<file path="src/rtl/sprite_bank_animator.sv">
// sprite_bank_animator: multi-channel ghost sprite renderer with a shared two-frame
// bitmap, a frame-synchronous NORMAL/FRIGHT/BLINK mode machine and leg animation.
// Ports:
//   clk, resetN          clock, asynchronous active-low reset
//   startOfFrame         one-cycle pulse per video frame
//   frightenStart        one-cycle request to enter FRIGHT
//   offsetX/offsetY      per-channel pixel offset from sprite top-left
//   insideRect           per-channel bracket hit
//   chColor              per-channel NORMAL body colour
//   RGBout               registered per-channel pixel colour
//   drawingRequest       RGBout != TRANSPARENT (decoded from the registered colour)
//   hitEdgeCode          registered per-channel {Left,Top,Right,Bottom}
//   mode, legFrame       animation state
module sprite_bank_animator #(
  parameter int unsigned NUM_CH        = 3,
  parameter int unsigned SIZE_BITS     = 5,
  parameter logic [7:0]  TRANSPARENT   = 8'h00,
  parameter logic [7:0]  FRIGHT_COLOR  = 8'h03,
  parameter logic [7:0]  BLINK_COLOR   = 8'hFF,
  parameter int unsigned FRIGHT_FRAMES = 360,
  parameter int unsigned BLINK_FRAMES  = 120,
  parameter int unsigned BLINK_PERIOD  = 15,
  parameter int unsigned ANIM_FRAMES   = 8
) (
  input  logic                         clk,
  input  logic                         resetN,
  input  logic                         startOfFrame,
  input  logic                         frightenStart,
  input  logic [NUM_CH-1:0][10:0]      offsetX,
  input  logic [NUM_CH-1:0][10:0]      offsetY,
  input  logic [NUM_CH-1:0]            insideRect,
  input  logic [NUM_CH-1:0][7:0]       chColor,
  output logic [NUM_CH-1:0][7:0]       RGBout,
  output logic [NUM_CH-1:0]            drawingRequest,
  output logic [NUM_CH-1:0][3:0]       hitEdgeCode,
  output logic [1:0]                   mode,
  output logic                         legFrame
);

  localparam int unsigned FRAME_LIM = (FRIGHT_FRAMES > BLINK_FRAMES) ? FRIGHT_FRAMES : BLINK_FRAMES;
  localparam int unsigned FRAME_W   = (FRAME_LIM > 1)    ? $clog2(FRAME_LIM)    : 1;
  localparam int unsigned BLINK_W   = (BLINK_PERIOD > 1) ? $clog2(BLINK_PERIOD) : 1;
  localparam int unsigned ANIM_W    = (ANIM_FRAMES > 1)  ? $clog2(ANIM_FRAMES)  : 1;
  // The bitmap is drawn on a 32x32 grid; other sprite sizes rescale onto it.
  localparam int unsigned GRID_DN   = (SIZE_BITS >= 5) ? SIZE_BITS - 5 : 0;
  localparam int unsigned GRID_UP   = (SIZE_BITS < 5)  ? 5 - SIZE_BITS : 0;

  localparam logic [7:0] PX_BODY  = 8'hFF;
  localparam logic [7:0] PX_WHITE = 8'hFE;
  localparam logic [7:0] PX_PUPIL = 8'h06;
  localparam logic [7:0] PX_NONE  = 8'h00;
  localparam logic [7:0] RED_PUPIL = 8'hC0;
  localparam logic [7:0] BODY_SUBST = 8'h01;

  typedef enum logic [1:0] {
    MODE_NORMAL = 2'b00,
    MODE_FRIGHT = 2'b01,
    MODE_BLINK  = 2'b10
  } mode_e;

  mode_e                          state_q, state_d;
  logic [FRAME_W-1:0]             frame_cnt_q, frame_cnt_d;
  logic [BLINK_W-1:0]             blink_cnt_q, blink_cnt_d;
  logic                           blink_phase_q, blink_phase_d;
  logic [ANIM_W-1:0]              anim_cnt_q, anim_cnt_d;
  logic                           leg_q, leg_d;
  logic                           pend_q, pend_d;
  logic [NUM_CH-1:0][7:0]         rgb_q, rgb_d;
  logic [NUM_CH-1:0][3:0]         hit_q, hit_d;

  logic [7:0]                     mode_body_c;
  logic [7:0]                     mode_pupil_c;

  // Ghost bitmap on a 32x32 grid; frames differ only in rows 28..31 (legs).
  function automatic logic [7:0] ghost_px(input logic leg, input logic [4:0] x, input logic [4:0] y);
    logic body;
    logic [7:0] px;
    body = 1'b0;
    if (y < 5'd2)       body = (x >= 5'd10) && (x <= 5'd21);
    else if (y < 5'd4)  body = (x >= 5'd6)  && (x <= 5'd25);
    else if (y < 5'd6)  body = (x >= 5'd3)  && (x <= 5'd28);
    else if (y < 5'd28) body = (x >= 5'd1)  && (x <= 5'd30);
    else                body = (x >= 5'd1)  && (x <= 5'd30) && (x[2] == leg);
    px = body ? PX_BODY : PX_NONE;
    if (body && (y >= 5'd9) && (y <= 5'd15)) begin
      if (((x >= 5'd8) && (x <= 5'd14)) || ((x >= 5'd18) && (x <= 5'd24))) px = PX_WHITE;
      if ((y >= 5'd12) && (y <= 5'd14) &&
          (((x >= 5'd12) && (x <= 5'd14)) || ((x >= 5'd22) && (x <= 5'd24)))) px = PX_PUPIL;
    end
    return px;
  endfunction

  // Edge-hit code per 4x4 region grid cell.
  function automatic logic [3:0] hit_lut(input logic [1:0] row, input logic [1:0] col);
    logic [3:0] code;
    case ({row, col})
      4'h0: code = 4'hC;  4'h1: code = 4'h4;  4'h2: code = 4'h4;  4'h3: code = 4'h6;
      4'h4: code = 4'h8;  4'h5: code = 4'hC;  4'h6: code = 4'h6;  4'h7: code = 4'h2;
      4'h8: code = 4'h8;  4'h9: code = 4'h9;  4'hA: code = 4'h3;  4'hB: code = 4'h2;
      4'hC: code = 4'h9;  4'hD: code = 4'h1;  4'hE: code = 4'h1;  default: code = 4'h3;
    endcase
    return code;
  endfunction

  // Mode/animation state register.
  always_ff @(posedge clk or negedge resetN) begin
    if (!resetN) begin
      state_q       <= MODE_NORMAL;
      frame_cnt_q   <= '0;
      blink_cnt_q   <= '0;
      blink_phase_q <= 1'b0;
      anim_cnt_q    <= '0;
      leg_q         <= 1'b0;
      pend_q        <= 1'b0;
    end else begin
      state_q       <= state_d;
      frame_cnt_q   <= frame_cnt_d;
      blink_cnt_q   <= blink_cnt_d;
      blink_phase_q <= blink_phase_d;
      anim_cnt_q    <= anim_cnt_d;
      leg_q         <= leg_d;
      pend_q        <= pend_d;
    end
  end

  // Next-state: everything but the pending latch moves only on startOfFrame.
  always_comb begin
    state_d       = state_q;
    frame_cnt_d   = frame_cnt_q;
    blink_cnt_d   = blink_cnt_q;
    blink_phase_d = blink_phase_q;
    anim_cnt_d    = anim_cnt_q;
    leg_d         = leg_q;
    pend_d        = pend_q | frightenStart;
    if (startOfFrame) begin
      if (anim_cnt_q == ANIM_W'(ANIM_FRAMES - 1)) begin
        anim_cnt_d = '0;
        leg_d      = ~leg_q;
      end else begin
        anim_cnt_d = anim_cnt_q + ANIM_W'(1);
      end
      // A request arriving on the SOF cycle itself is consumed immediately.
      if (pend_q || frightenStart) begin
        pend_d        = 1'b0;
        state_d       = MODE_FRIGHT;
        frame_cnt_d   = '0;
        blink_cnt_d   = '0;
        blink_phase_d = 1'b0;
      end else begin
        case (state_q)
          MODE_FRIGHT: begin
            if (frame_cnt_q == FRAME_W'(FRIGHT_FRAMES - 1)) begin
              state_d     = MODE_BLINK;
              frame_cnt_d = '0;
            end else begin
              frame_cnt_d = frame_cnt_q + FRAME_W'(1);
            end
          end
          MODE_BLINK: begin
            if (frame_cnt_q == FRAME_W'(BLINK_FRAMES - 1)) begin
              state_d     = MODE_NORMAL;
              frame_cnt_d = '0;
            end else begin
              frame_cnt_d = frame_cnt_q + FRAME_W'(1);
            end
            if (blink_cnt_q == BLINK_W'(BLINK_PERIOD - 1)) begin
              blink_cnt_d   = '0;
              blink_phase_d = ~blink_phase_q;
            end else begin
              blink_cnt_d = blink_cnt_q + BLINK_W'(1);
            end
          end
          default: state_d = MODE_NORMAL;
        endcase
      end
    end
  end

  // Mode-dependent colour substitutions shared by all channels.
  always_comb begin
    mode_body_c  = FRIGHT_COLOR;
    mode_pupil_c = RED_PUPIL;
    case (state_q)
      MODE_NORMAL: mode_pupil_c = PX_PUPIL;
      MODE_BLINK:  mode_body_c  = blink_phase_q ? BLINK_COLOR : FRIGHT_COLOR;
      default:     mode_body_c  = FRIGHT_COLOR;
    endcase
  end

  // Per-channel pixel path: ROM lookup, colour map and hit code.
  always_comb begin
    rgb_d = '0;
    hit_d = '0;
    for (int i = 0; i < int'(NUM_CH); i++) begin
      logic [SIZE_BITS-1:0] ox;
      logic [SIZE_BITS-1:0] oy;
      logic [7:0]           code;
      logic [7:0]           body;
      ox       = offsetX[i][SIZE_BITS-1:0];
      oy       = offsetY[i][SIZE_BITS-1:0];
      code     = ghost_px(leg_q, 5'((32'(ox) >> GRID_DN) << GRID_UP),
                                 5'((32'(oy) >> GRID_DN) << GRID_UP));
      body     = mode_body_c;
      if (state_q == MODE_NORMAL) body = (chColor[i] == TRANSPARENT) ? BODY_SUBST : chColor[i];
      rgb_d[i] = TRANSPARENT;
      if (insideRect[i] && ((32'(offsetX[i]) >> SIZE_BITS) == 32'd0) &&
          ((32'(offsetY[i]) >> SIZE_BITS) == 32'd0)) begin
        hit_d[i] = hit_lut(oy[SIZE_BITS-1 -: 2], ox[SIZE_BITS-1 -: 2]);
        case (code)
          PX_BODY:  rgb_d[i] = body;
          PX_WHITE: rgb_d[i] = PX_WHITE;
          PX_PUPIL: rgb_d[i] = mode_pupil_c;
          default:  rgb_d[i] = TRANSPARENT;
        endcase
      end
    end
  end

  // Pixel output registers.
  always_ff @(posedge clk or negedge resetN) begin
    if (!resetN) begin
      for (int i = 0; i < int'(NUM_CH); i++) begin
        rgb_q[i] <= TRANSPARENT;
      end
      hit_q <= '0;
    end else begin
      rgb_q <= rgb_d;
      hit_q <= hit_d;
    end
  end

  always_comb begin
    drawingRequest = '0;
    for (int i = 0; i < int'(NUM_CH); i++) begin
      drawingRequest[i] = (rgb_q[i] != TRANSPARENT);
    end
  end

  assign RGBout      = rgb_q;
  assign hitEdgeCode = hit_q;
  assign mode        = state_q;
  assign legFrame    = leg_q;

endmodule

</file>
<file path="config.mk">
export PLATFORM = sky130hd
export DESIGN_NAME = sprite_bank_animator
export DESIGN_NICKNAME = d
export VERILOG_FILES = /design/src/rtl/sprite_bank_animator.sv
export SDC_FILE = /design/constraint.sdc
export NUM_CORES = 1
export LEC_CHECK = 0
export CAP_MARGIN = 40
export CORE_UTILIZATION = 44
export DETAILED_ROUTE_END_ITERATION = 6
export PLACE_DENSITY = 0.87
export SYNTH_ARGS = -nofsm -noshare
export SYNTH_HDL_FRONTEND = slang
export SYNTH_SLANG_ARGS = --single-unit
</file>
<file path="constraint.sdc">
create_clock -name clk -period 2.8 [get_ports clk]
set_input_delay 0.56 -clock clk [delete_from_list [all_inputs] [get_ports clk]]
set_output_delay 0.56 -clock clk [all_outputs]
set_load 0.01 [all_outputs]
</file>
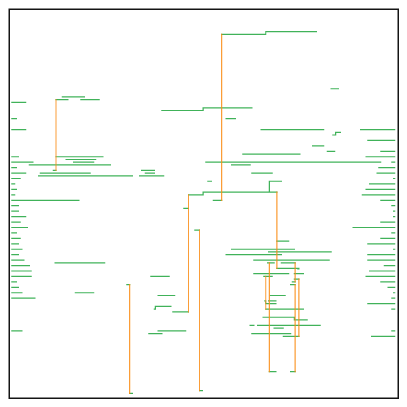
layers.png
Drawn at 4 px/um. Only two layers are drawn.
legend:
  green:
    layer: M3
    wire_length: 715 um
  orange:
    layer: M4
    wire_length: 251 um
GR Util All Layers: 24.7%
DR vias: 4291
aggregate routed wire length: 11600 um
drt wl/cell: 15.9 um

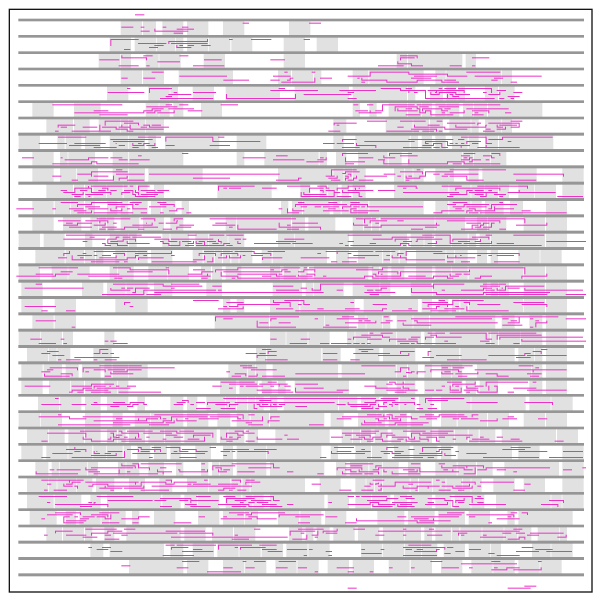
m1.png
Drawn at 6 px/um. Supply wires on this layer in gray. Cells faint in the background.
longest straight run: 28.1 um
share of all routed wire: 40%
wire length on this layer: 4620 um
main direction: horizontal
grt met1 use: 29.3%

==> ci_impl_report.md <==
## Implementation flow summary

| Metric | Value |
|---|---|
| Outcome | `complete, no violations` |
| Largest fanout on the critical path | `11` |
| Critical Path Start | `offsetX[1]` |
| Fmax | `394 MHz` |
| Number of global-route vias before repair | `~4200` |
| Post-CTS Setup Bufs | `0` |
| PortBufs | `138` |
| I/O pins | `139` |
| # rows | `34` |
| Wire length on met3 | `714 um` |
| Overflow left after global routing | `0` |
| Inserted Clock Buffers | `9` |
| Unique masters post-synth | `73` |
| Filler instances | `approximately 700` |
| Synth Instances | `459` |
| Top-count cell post-synth | `dfrtp_1` |
| CP required | `3050 ps` |
| Ant diodes | `0` |
| Area leader, netlist | `dfrtp_1` |
| Final Hold Violating Endpoints | `0` |
| Die W | `96.9 um` |
| DR WL met2 | `between 6000 and 7000 um` |
| CTS tree | `done` |
| Final antenna-violating net count | `0` |
| Power per Cell Area | `413 mW/mm^2` |
| Max reg flops | `24` |
| Most frequent logic cell in the layout | `clkdlybuf4s50_1` |
| Fin crit period | `around 2500 ps` |
| Actual slew at the worst max-slew pin | `between 300 and 400 ps` |
| Crit path kind | `in2reg` |
| Later-pin clock latency in the skew report | `340 ps` |
| CP endpoint kind | `flop` |
| Setup TNS | `0 ps` |
| Fin crit share | `90.7%` |
| Area of the core | `~0.0087 mm^2` |
| Leakage | `2.45 nW` |
| Tot Pwr | `2.41 mW` |
| Ys async rst share | `100%` |
| Post-synth regs | `57` |
| Post-synth top cells | `57 x dfrtp_1, 44 x nand2_1, 34 x nor2_1, 26 x o21ai_0, 25 x a21oi_1` |
| Final Setup Violations | `0` |
| Min-delay worst type | `in2async` |
| Max layer used | `met4` |
| Max-slew violations | `0` |
| Final HPWL DP | `9050 um` |
| DRT met1 WL | `4620 um` |
| Post-synth area hogs | `dfrtp_1 36%, ha_1 5.4%, nand2_1 4.2%` |
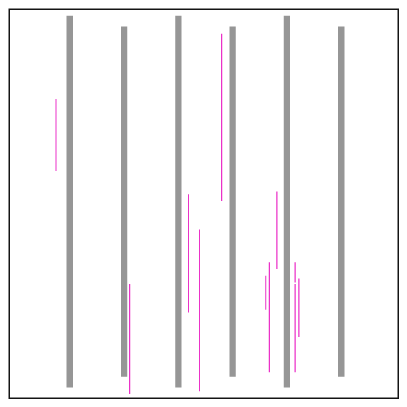
m4.png
Drawn at 4 px/um. Supply wires on this layer in gray.
wire length on this layer: 251 um
nets with wire on the layer: 10
main direction: vertical
longest straight run: 41.5 um

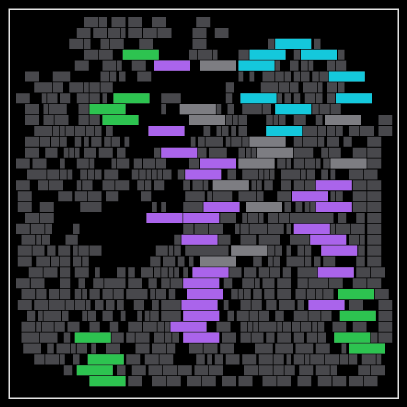
ff_map.png
Drawn at 4 px/um. Other sequential cells in the stronger gray, the rest of the logic in the fainter gray.
legend:
  purple:
    name_in_the_netlist: RGBout
    placed_flops: 24
  green:
    name_in_the_netlist: hitEdgeCode
    placed_flops: 12
    where: spread over the die
  cyan:
    name_in_the_netlist: frame_cnt_q
    placed_flops: 9
    where: upper right
not colored: 12
sequential cell area share: 24.4%
FF+latch area: 0.00143 mm^2
Seq group: 0.925 mW

worst min-delay path by stage:
stage,startpoint,to,slack (ps)
2_1_floorplan,resetN,RGBout[0]$_DFF_PN0_,260
3_3_place_gp,blink_cnt_q[3]$_DFFE_PN0P_,blink_cnt_q[3]$_DFFE_PN0P_,460
3_5_place_dp,blink_cnt_q[3]$_DFFE_PN0P_,blink_cnt_q[3]$_DFFE_PN0P_,480
4_1_cts,resetN,mode[1]$_DFFE_PN0P_,130
5_1_grt,resetN,mode[0]$_DFFE_PN0P_,140
6_report,resetN,frame_cnt_q[3]$_DFFE_PN0P_,120
worst max-delay path: stages:
cell and delay, ps:
clkdlybuf4s50_1 590, or2_2 380, a31oi_1 220, a2bb2o_1 310, a221o_1 380, nand2b_4 180
nor3_2 160
where the power goes:
group          leakage [nW]  total [mW]  internal, mW  switching, mW
logic                  1.56       0.601         0.313          0.289
clock network         0.109       0.884         0.550          0.334
registers             0.780       0.925         0.870         0.0547
total                  2.45        2.41          1.73          0.677
cell families after synthesis:
kind of cell               share of synthesized area [%]
and+or+nand+nor                                     27.0
xor gates and xnor gates                            2.21
adders and majority gates                           5.37
buffers and inverters                               4.42
AOI/OAI and AO/OA                                   22.9
muxes                                               2.12
DFF                                                 36.0
layout make-up:
type	instances	share of cell area (%)
Clock buffer	12	2.66
Tap cell	108	2.31
Multi-Input combinational cell	362	40.4
Inverter	15	0.964
Timing Repair Buffer	172	27.9
Sequential cell	57	24.4
Clock inverter	4	1.29
metrics by stage:
stage	cells	utilization, %	area [um^2]
finish	730	66.9	5840
floorplan	459	-	3960
detailed placement	714	64.3	5610
CTS	730	66.9	5840
global route	730	66.9	5840
global placement	714	64.3	5610
Power and IR drop assume default switching activity.
